### src/rtl/truth_table_sweeper.sv
// rtl/truth_table_sweeper.sv - sweeps all input vectors of an N-input function and checks its truth table
module truth_table_sweeper #(
    parameter int N_IN = 2,
    parameter int SETTLE = 2,
    parameter logic [(1 << N_IN)-1:0] EXPECTED = 4'b1011
) (
    input  logic                   clk,
    input  logic                   rst_n,
    input  logic                   start_i,
    input  logic                   s_i,
    output logic [N_IN-1:0]        vec_o,
    output logic                   busy_o,
    output logic                   done_o,
    output logic                   pass_o,
    output logic [(1 << N_IN)-1:0] table_o,
    output logic [N_IN:0]          err_cnt_o,
    output logic [N_IN-1:0]        first_err_o
);
    localparam int NV = 1 << N_IN;
    localparam int CW = (SETTLE > 1) ? $clog2(SETTLE + 1) : 1;
    localparam logic [N_IN-1:0] LAST_VEC = N_IN'(NV - 1);
    localparam logic [CW-1:0] SETTLE_CNT = CW'(SETTLE);

    typedef enum logic [1:0] {S_IDLE, S_WAIT, S_SAMPLE, S_FIN} state_t;

    state_t          state_q, state_d;
    logic [CW-1:0]   cnt_q, cnt_d;
    logic [N_IN-1:0] vec_q, vec_d;
    logic            busy_q, busy_d;
    logic            done_q, done_d;
    logic            pass_q, pass_d;
    logic [NV-1:0]   table_q, table_d;
    logic [N_IN:0]   err_q, err_d;
    logic [N_IN-1:0] ferr_q, ferr_d;

    always_ff @(posedge clk or negedge rst_n) begin
        if (!rst_n) begin
            state_q <= S_IDLE;
            cnt_q   <= '0;
            vec_q   <= '0;
            busy_q  <= 1'b0;
            done_q  <= 1'b0;
            pass_q  <= 1'b0;
            table_q <= '0;
            err_q   <= '0;
            ferr_q  <= '0;
        end else begin
            state_q <= state_d;
            cnt_q   <= cnt_d;
            vec_q   <= vec_d;
            busy_q  <= busy_d;
            done_q  <= done_d;
            pass_q  <= pass_d;
            table_q <= table_d;
            err_q   <= err_d;
            ferr_q  <= ferr_d;
        end
    end

    always_comb begin
        state_d = state_q;
        cnt_d   = cnt_q;
        vec_d   = vec_q;
        busy_d  = busy_q;
        done_d  = 1'b0;
        pass_d  = pass_q;
        table_d = table_q;
        err_d   = err_q;
        ferr_d  = ferr_q;
        case (state_q)
            S_IDLE: begin
                if (start_i) begin
                    vec_d   = '0;
                    table_d = '0;
                    err_d   = '0;
                    ferr_d  = '0;
                    pass_d  = 1'b0;
                    busy_d  = 1'b1;
                    cnt_d   = SETTLE_CNT;
                    state_d = S_WAIT;
                end
            end
            S_WAIT: begin
                cnt_d = cnt_q - 1'b1;
                if (cnt_q == CW'(1)) state_d = S_SAMPLE;
            end
            S_SAMPLE: begin
                table_d[vec_q] = s_i;
                if (s_i != EXPECTED[vec_q]) begin
                    err_d = err_q + 1'b1;
                    if (err_q == '0) ferr_d = vec_q;
                end
                // The last vector holds until FIN so vec never wraps mid-sweep.
                if (vec_q == LAST_VEC) begin
                    state_d = S_FIN;
                    done_d  = 1'b1;
                end else begin
                    vec_d   = vec_q + 1'b1;
                    cnt_d   = SETTLE_CNT;
                    state_d = S_WAIT;
                end
            end
            S_FIN: begin
                pass_d  = (err_q == '0);
                busy_d  = 1'b0;
                vec_d   = '0;
                state_d = S_IDLE;
            end
            default: state_d = S_IDLE;
        endcase
    end

    assign vec_o       = vec_q;
    assign busy_o      = busy_q;
    assign done_o      = done_q;
    assign pass_o      = pass_q;
    assign table_o     = table_q;
    assign err_cnt_o   = err_q;
    assign first_err_o = ferr_q;
endmodule

### config.mk
export PLATFORM = sky130hd
export DESIGN_NAME = truth_table_sweeper
export DESIGN_NICKNAME = d
export VERILOG_FILES = /design/src/rtl/truth_table_sweeper.sv
export SDC_FILE = /design/constraint.sdc
export NUM_CORES = 1
export LEC_CHECK = 0
export CELL_PAD_IN_SITES_DETAIL_PLACEMENT = 1
export CELL_PAD_IN_SITES_GLOBAL_PLACEMENT = 1
export CORE_MARGIN = 1
export CORE_UTILIZATION = 43
export DETAILED_ROUTE_END_ITERATION = 10
export HOLD_SLACK_MARGIN = 0.1
export PLACE_DENSITY_LB_ADDON = 0.1
export RECOVER_POWER = 50
export SYNTH_ARGS = -nofsm -noshare
export SYNTH_HDL_FRONTEND = slang
export SYNTH_SLANG_ARGS = --single-unit
### constraint.sdc
create_clock -name clk -period 4 [get_ports clk]
set_input_delay 0.8 -clock clk [delete_from_list [all_inputs] [get_ports clk]]
set_output_delay 0.8 -clock clk [all_outputs]
set_load 0.05 [all_outputs]
### Logic cells by family

The bar under the picture is 20 um long.
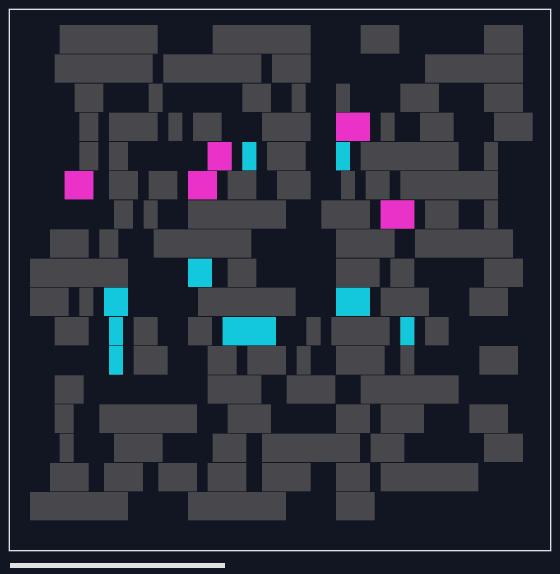
colour	family	cells
cyan	NAND gates	9
magenta	AND and OR gates	5

### Placed standard cells

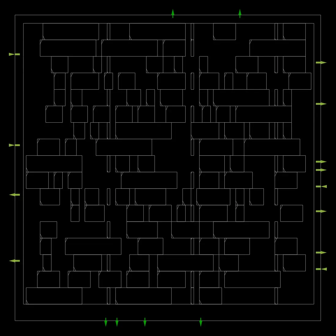
Final Util: 0.5498
Final Non-Filler Cells: 137
Fillers: 252
# Taps: 28
placement row count: 17

### The metal 3 layer

The bar under the picture is 20 um long.
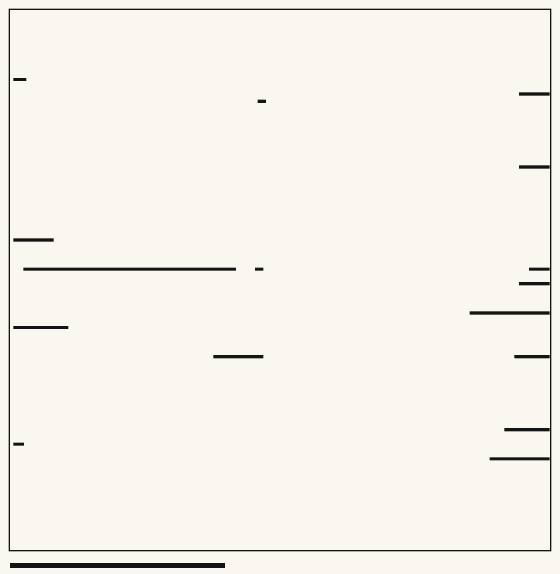
wire length on this layer	62.8 um
share of all routed wire	3.0%
main direction	horizontal
nets with wire on the layer	13
longest straight run	19.5 um

### Port wiring

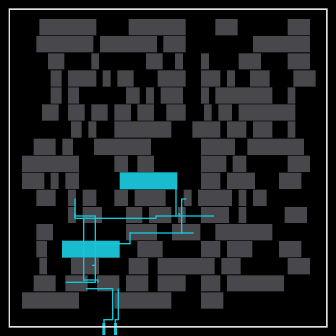
colour	port	direction	end cells	buffers	wire
cyan	`vec_o`	output	2	2	103 um
IO Pins: 18
IO Port Bufs: 17

==> out/qor.txt <==
Pre-Repair DR Iteration Count: 5
Post-synth area hogs: dfrtp_1, ha_1, inv_1, a22o_1, mux2_2
Post-CTS setup buffer count: 0
Logic pwr share: 0.458
Synthesized area per cell: 11.04 um2
Routability Congestion: 0.7393
Synthesized cell area: 1005 um2
Total CTS buffers: 3
Largest cell class by area: combinational gates
Global route total overflow: 0
Vias in the first global route: 714
RSZ-0062 raised after global routing: false
CTS tree: yes
NetSw: 0.3356 mW
Biggest consumer: combinational cells
Min-delay worst type: reg -> reg
Share of post-route cells with drive strength above 1: 0.1284
Iter 0 DRT Violations: 5
Layout non-clock buf frac: 0.1399
GR Util met2: 0.3044
DP Area: 1180 um2
Latency at later pin: 0.30 ns
Max clock buf depth: 2
Critical Path End: vec_o[0]
OpenROAD warnings: 30
Power share of the clock group: 0.150
CP arrival: 1.62 ns
FP Util: 0.4542
Pin slew with the least headroom to its limit: 0.8517 ns
Status: complete, no violations
Rel. slew slack: 0.4303
FF/Latch Area: 450.4 um2
CP startpoint: vec_o[0]$_DFFE_PN0P_
Hold Vio Cnt, Final: 0
Cell Chain, Critical Path: clkdlybuf4s50_1
Post-synth mux share: 0.06351
Power is estimated from default activity; no workload was simulated.
